Fig. 1: cells by drive strength
Scale bar: 20 um.
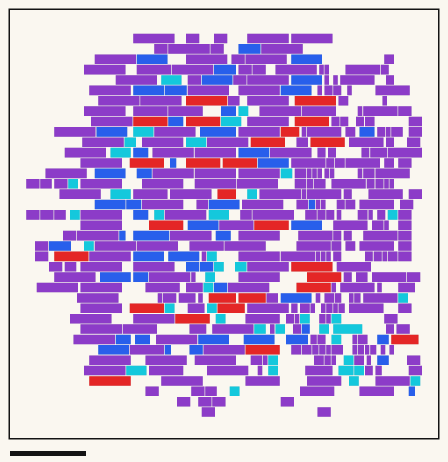
Fig. 2: sequential cells coloured by netlist name
Scale bar: 20 um. Other sequential cells in the stronger grey, the rest of the logic in the fainter grey.
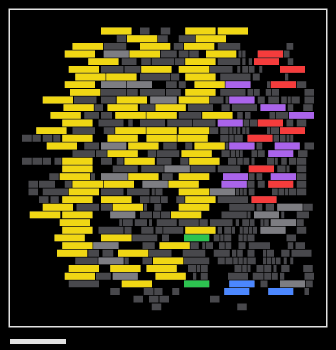
Fig. 3: zoomed window
Region (69, 13) to (99, 43) um. Cells in grey, sequential cells in the stronger grey; small squares are vias.
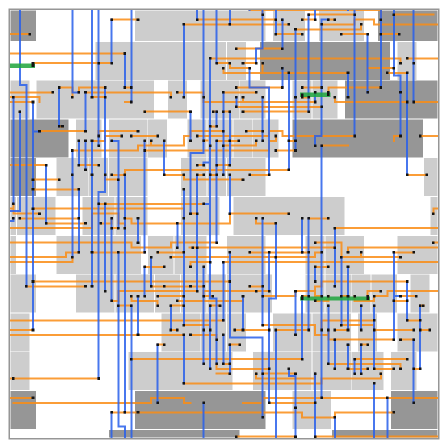
Fig. 4: the clock network
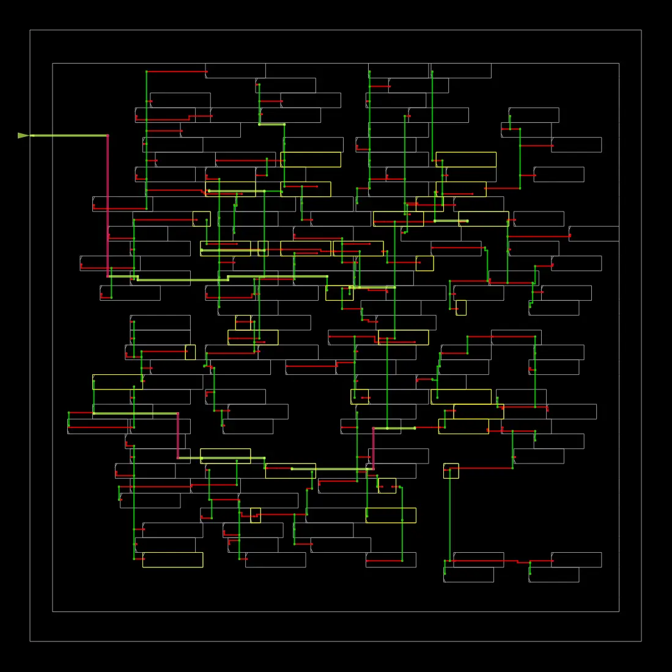
Fig. 5: clock distribution
Scale bar: 20 um.
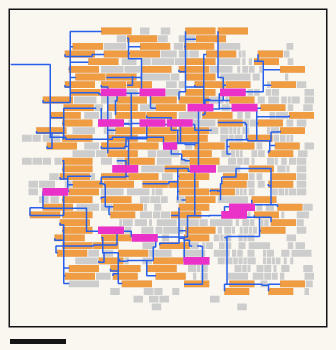
[src/rtl/bp_pkg.sv]
// Shared types and constants for the gshare predictor update path:
// counter encodings, controller states and the in-flight branch record.
package bp_pkg;

    localparam int unsigned BP_IDX_BITS = 10;
    localparam int unsigned BP_GHR_BITS = 10;

    localparam logic [1:0] CNT_SNT = 2'b00;
    localparam logic [1:0] CNT_WNT = 2'b01;
    localparam logic [1:0] CNT_WT  = 2'b10;
    localparam logic [1:0] CNT_ST  = 2'b11;

    typedef enum logic {
        INIT,
        RUN
    } bp_state_t;

    typedef struct packed {
        logic [BP_IDX_BITS-1:0] idx;
        logic [1:0]             cnt;
        logic                   pred;
        logic [BP_GHR_BITS-1:0] ghr_ckpt;
    } bp_entry_t;

    function automatic logic [1:0] cnt_update(input logic [1:0] cnt, input logic taken);
        logic [1:0] r;
        r = cnt;
        if (taken) begin
            if (cnt != CNT_ST) r = cnt + 2'd1;
        end else begin
            if (cnt != CNT_SNT) r = cnt - 2'd1;
        end
        return r;
    endfunction

endpackage

[src/rtl/bp_inflight_fifo.sv]
// Circular buffer of unresolved branch records; head is visible combinationally.
// Flush empties the buffer and wins over a simultaneous push.
module bp_inflight_fifo
    import bp_pkg::*;
#(
    parameter int unsigned DEPTH = 4
) (
    input  logic                       clk,
    input  logic                       reset_n,
    input  logic                       push,
    input  bp_entry_t                  push_data,
    input  logic                       pop,
    input  logic                       flush,
    output bp_entry_t                  head_data,
    output logic                       full,
    output logic                       empty,
    output logic [$clog2(DEPTH):0]     count
);

    localparam int unsigned PTR_W = (DEPTH > 1) ? $clog2(DEPTH) : 1;
    localparam int unsigned CNT_W = $clog2(DEPTH) + 1;

    bp_entry_t        mem [DEPTH];
    logic [PTR_W-1:0] rd_ptr;
    logic [PTR_W-1:0] wr_ptr;
    logic [CNT_W-1:0] cnt_q;
    logic             do_push;
    logic             do_pop;

    assign full      = (cnt_q == CNT_W'(DEPTH));
    assign empty     = (cnt_q == '0);
    assign count     = cnt_q;
    assign do_push   = push & ~full;
    assign do_pop    = pop & ~empty;
    assign head_data = mem[rd_ptr];

    // Pointers wrap naturally because DEPTH is a power of two.
    always_ff @(posedge clk or negedge reset_n) begin
        if (!reset_n) begin
            rd_ptr <= '0;
            wr_ptr <= '0;
            cnt_q  <= '0;
        end else if (flush) begin
            rd_ptr <= '0;
            wr_ptr <= '0;
            cnt_q  <= '0;
        end else begin
            if (do_push) wr_ptr <= wr_ptr + PTR_W'(1);
            if (do_pop)  rd_ptr <= rd_ptr + PTR_W'(1);
            if (do_push && !do_pop)      cnt_q <= cnt_q + CNT_W'(1);
            else if (do_pop && !do_push) cnt_q <= cnt_q - CNT_W'(1);
        end
    end

    always_ff @(posedge clk) begin
        if (do_push && !flush) mem[wr_ptr] <= push_data;
    end

endmodule

[src/rtl/bp_update_ctrl.sv]
// gshare GHR owner and branch bookkeeping: index hash at fetch, in-order
// resolution with PHT counter write-back, mispredict recovery and PHT clear.
module bp_update_ctrl
    import bp_pkg::*;
#(
    parameter int unsigned IDX_BITS = BP_IDX_BITS,
    parameter int unsigned GHR_BITS = BP_GHR_BITS,
    parameter int unsigned DEPTH    = 4,
    parameter int unsigned XLEN     = 32
) (
    input  logic                clk,
    input  logic                reset_n,
    input  logic                f_branch_valid,
    input  logic [XLEN-1:0]     f_pc,
    output logic                f_pred_taken,
    output logic                f_stall,
    input  logic                ex_resolve_valid,
    input  logic                ex_taken,
    output logic                ex_mispredict,
    output logic                resolve_err,
    output logic                busy_init,
    output logic [IDX_BITS-1:0] pht_rd_idx,
    input  logic [1:0]          pht_rd_cnt,
    output logic                pht_wr_en,
    output logic [IDX_BITS-1:0] pht_wr_idx,
    output logic [1:0]          pht_wr_cnt
);

    localparam int unsigned CNT_W = $clog2(DEPTH) + 1;

    bp_state_t           state_q, state_d;
    logic [IDX_BITS:0]   init_idx_q, init_idx_d;
    logic [GHR_BITS-1:0] ghr_q, ghr_d;
    bp_entry_t           push_entry;
    bp_entry_t           head;
    logic                q_full;
    logic                q_empty;
    logic [CNT_W-1:0]    q_count;
    logic                pop_valid;
    logic                mispredict;
    logic                push_accept;
    logic                wr_en_d;
    logic [IDX_BITS-1:0] wr_idx_d;
    logic [1:0]          wr_cnt_d;
    logic                unused_bits;

    assign busy_init    = (state_q == INIT);
    assign f_stall      = busy_init | q_full;
    assign pht_rd_idx   = ghr_q[IDX_BITS-1:0] ^ f_pc[IDX_BITS+1:2];
    assign f_pred_taken = pht_rd_cnt[1];

    assign pop_valid   = ex_resolve_valid & (q_count != '0);
    assign mispredict  = pop_valid & (ex_taken != head.pred);
    assign push_accept = f_branch_valid & ~f_stall & ~mispredict;

    assign push_entry.idx      = pht_rd_idx;
    assign push_entry.cnt      = pht_rd_cnt;
    assign push_entry.pred     = pht_rd_cnt[1];
    assign push_entry.ghr_ckpt = ghr_q;

    assign unused_bits = ^{f_pc[XLEN-1:IDX_BITS+2], f_pc[1:0],
                           ghr_q[GHR_BITS-1], head.ghr_ckpt[GHR_BITS-1]};

    bp_inflight_fifo #(
        .DEPTH (DEPTH)
    ) u_fifo (
        .clk       (clk),
        .reset_n   (reset_n),
        .push      (push_accept),
        .push_data (push_entry),
        .pop       (pop_valid),
        .flush     (mispredict),
        .head_data (head),
        .full      (q_full),
        .empty     (q_empty),
        .count     (q_count)
    );

    // init_idx carries an extra bit so RUN is entered one cycle after the last clear write.
    always_comb begin
        state_d    = state_q;
        init_idx_d = init_idx_q;
        ghr_d      = ghr_q;
        wr_en_d    = 1'b0;
        wr_idx_d   = pht_wr_idx;
        wr_cnt_d   = pht_wr_cnt;
        unique case (state_q)
            INIT: begin
                if (init_idx_q[IDX_BITS]) begin
                    state_d = RUN;
                end else begin
                    wr_en_d    = 1'b1;
                    wr_idx_d   = init_idx_q[IDX_BITS-1:0];
                    wr_cnt_d   = CNT_WNT;
                    init_idx_d = init_idx_q + (IDX_BITS+1)'(1);
                end
            end
            RUN: begin
                if (pop_valid) begin
                    wr_en_d  = 1'b1;
                    wr_idx_d = head.idx;
                    wr_cnt_d = cnt_update(head.cnt, ex_taken);
                end
            end
            default: state_d = INIT;
        endcase
        if (mispredict)       ghr_d = {head.ghr_ckpt[GHR_BITS-2:0], ex_taken};
        else if (push_accept) ghr_d = {ghr_q[GHR_BITS-2:0], pht_rd_cnt[1]};
    end

    always_ff @(posedge clk or negedge reset_n) begin
        if (!reset_n) begin
            state_q       <= INIT;
            init_idx_q    <= '0;
            ghr_q         <= '0;
            pht_wr_en     <= 1'b0;
            pht_wr_idx    <= '0;
            pht_wr_cnt    <= '0;
            ex_mispredict <= 1'b0;
            resolve_err   <= 1'b0;
        end else begin
            state_q       <= state_d;
            init_idx_q    <= init_idx_d;
            ghr_q         <= ghr_d;
            pht_wr_en     <= wr_en_d;
            pht_wr_idx    <= wr_idx_d;
            pht_wr_cnt    <= wr_cnt_d;
            ex_mispredict <= mispredict;
            resolve_err   <= resolve_err | (ex_resolve_valid & q_empty);
        end
    end

endmodule

[config.mk]
export PLATFORM = sky130hd
export DESIGN_NAME = bp_update_ctrl
export DESIGN_NICKNAME = d
export VERILOG_FILES = /design/src/rtl/bp_pkg.sv /design/src/rtl/bp_inflight_fifo.sv /design/src/rtl/bp_update_ctrl.sv
export SDC_FILE = /design/constraint.sdc
export NUM_CORES = 1
export LEC_CHECK = 0
export ABC_AREA = 0
export CORE_MARGIN = 4
export CORE_UTILIZATION = 50
export DETAILED_ROUTE_END_ITERATION = 7
export HOLD_SLACK_MARGIN = 0.03
export PLACE_DENSITY = 0.76
export SYNTH_ARGS = -nofsm -noshare
export SYNTH_HDL_FRONTEND = slang
export SYNTH_SLANG_ARGS = --single-unit
[constraint.sdc]
create_clock -name clk -period 2.3 [get_ports clk]
set_input_delay 0.345 -clock clk [delete_from_list [all_inputs] [get_ports clk]]
set_output_delay 0.345 -clock clk [all_outputs]
set_load 0.01 [all_outputs]
==> results_dict.tcl <==
# flow metrics
set metrics [dict create \
    outcome "completed" \
    top_register "u_fifo.mem" \
    power.group.top "the clock network" \
    top_logic_kind "multiplexers" \
    pwr-share-comb_pct 2.0 \
    cts.htree.levels 4 \
    firstDrtPassIters 4 \
    fill_cells 734 \
    fin_nets 462 \
    ys_ff 128 \
    seqPwrFrac_pct 46.3 \
    simple_gate_share_pct 7.19 \
    antenna_found_initial 0 \
    cts_buffer_depth 2 \
    mostFrequentLayoutCells "edfxtp_1 (84), dfrtp_1 (42), clkdlybuf4s50_1 (42), nand2_1 (32), buf_4 (25)" \
    ys_async_sr_fraction_pct 34.4 \
    slowest_delay_ps 600 \
    critical_path_class "reg -> out" \
    worst_pin_slew_ps 588 \
    seq_cells 128 \
    die_h_um 112 \
    place_hpwl_mm 6.54 \
    drtIter0Drc 225 \
    drt-met1-wl_mm 4.52 \
    drv_slew 0 \
    fmax_mhz 449 \
    synth_area_per_cell_um2 15.9 \
    routed_via_density 5.56 \
    grt_max_degree 45 \
    period_minus_slack_ps 2230 \
    dieArea_mm2 0.0126 \
    clkCellAreaFrac_pct 8.98 \
    ff_type "edfxtp_1" \
    r2r_end "ghr_q[9]" \
    power_combinational_uw 107 \
    reg.largest.list "u_fifo.mem (84), init_idx_q (11)" \
    ys_seq_share_pct 66.8 \
    setup_tns_ps 0 \
    top_area_cell "edfxtp_1" \
    gp_congestion 0.769 \
    swShare_pct 18.8 \
    fin_crit_sh_pct 96.7 \
    timing.rr.start "u_fifo.rd_ptr[0]" \
]
Notes on Fig. 1 above:
- drive 6 and up: red (cells 26; share 6.0%; most used clkbuf_16)
- drive 3 to 4: cyan (cells 41; share 9.5%; most used buf_4)
- drive 1 or less: purple (cells 312; share 73%; most used edfxtp_1)
- drive 2: blue (cells 51; share 12%; most used mux4_2)
post-route cell area: 0.00689 mm2
bufs w/o clock: 74
Setup WS post-layout: 74.8 ps
Area Overhead vs Synth: 26.9%

Notes on Fig. 2 above:
- `u_fifo.rd_ptr`: green (placed flops 2)
- `pht_wr_idx`: red (placed flops 10)
- `init_idx_q`: purple (placed flops 11; where middle right)
- `u_fifo.mem`: yellow (placed flops 84)
- `u_fifo.count`: blue (placed flops 3)

Notes on Fig. 3 above:
- met2: blue
- met3: green
- met1: orange
- most frequent: buf_4 (9), nand2_1 (7)
- sequential cells in the window: 4
- netlist names of flops here include: `pht_wr_cnt` (2)
- cells with their middle in the window: 67

Notes on Fig. 4 above:
Num CTS Buffers: 17
Late-Pin Clk Latency: 500 ps

Notes on Fig. 5 above:
- cells driving clock nets: magenta (count 17)
- flip-flops: orange (count 128)
- clock wires: blue (length 1360 um)
- routed clock nets: 18
Clk pwr share: 51.6%
P_clk: 2730 uW
clock skew: 7.36 ps

## through the flow
step,cells,cell area [um2],power (uW),setup slack [ps],utilization (%)
after detailed placement,533,6220,2600,41.8,59.5
after global routing,566,6890,5450,-0.943,65.8
after global placement,533,6220,2600,107,59.5
after floorplan,341,5430,2510,98.3,-
after CTS,566,6870,5320,5.44,65.6
final,566,6890,5280,74.8,65.8
## worst max-delay path: cells and delay by family (launching register included)
kind	cells	cell delay, ps
xor gates and xnor gates	1	320
buffers and inverters	1	600
DFF	1	460
## layer usage
layer  vias up  global-route usage, %
met2        80                   28.4
met4         0                   4.57
met3         8                   5.01
met1      1624                   23.1
met5         -                      0
li1       1433                      -
## timing repair
item	in CTS	in global routing
hold buffers	1	0
setup endpoints to repair	3	5
endpoints found under the hold margin	44	0
resized	3	5
Power and IR drop assume default switching activity.
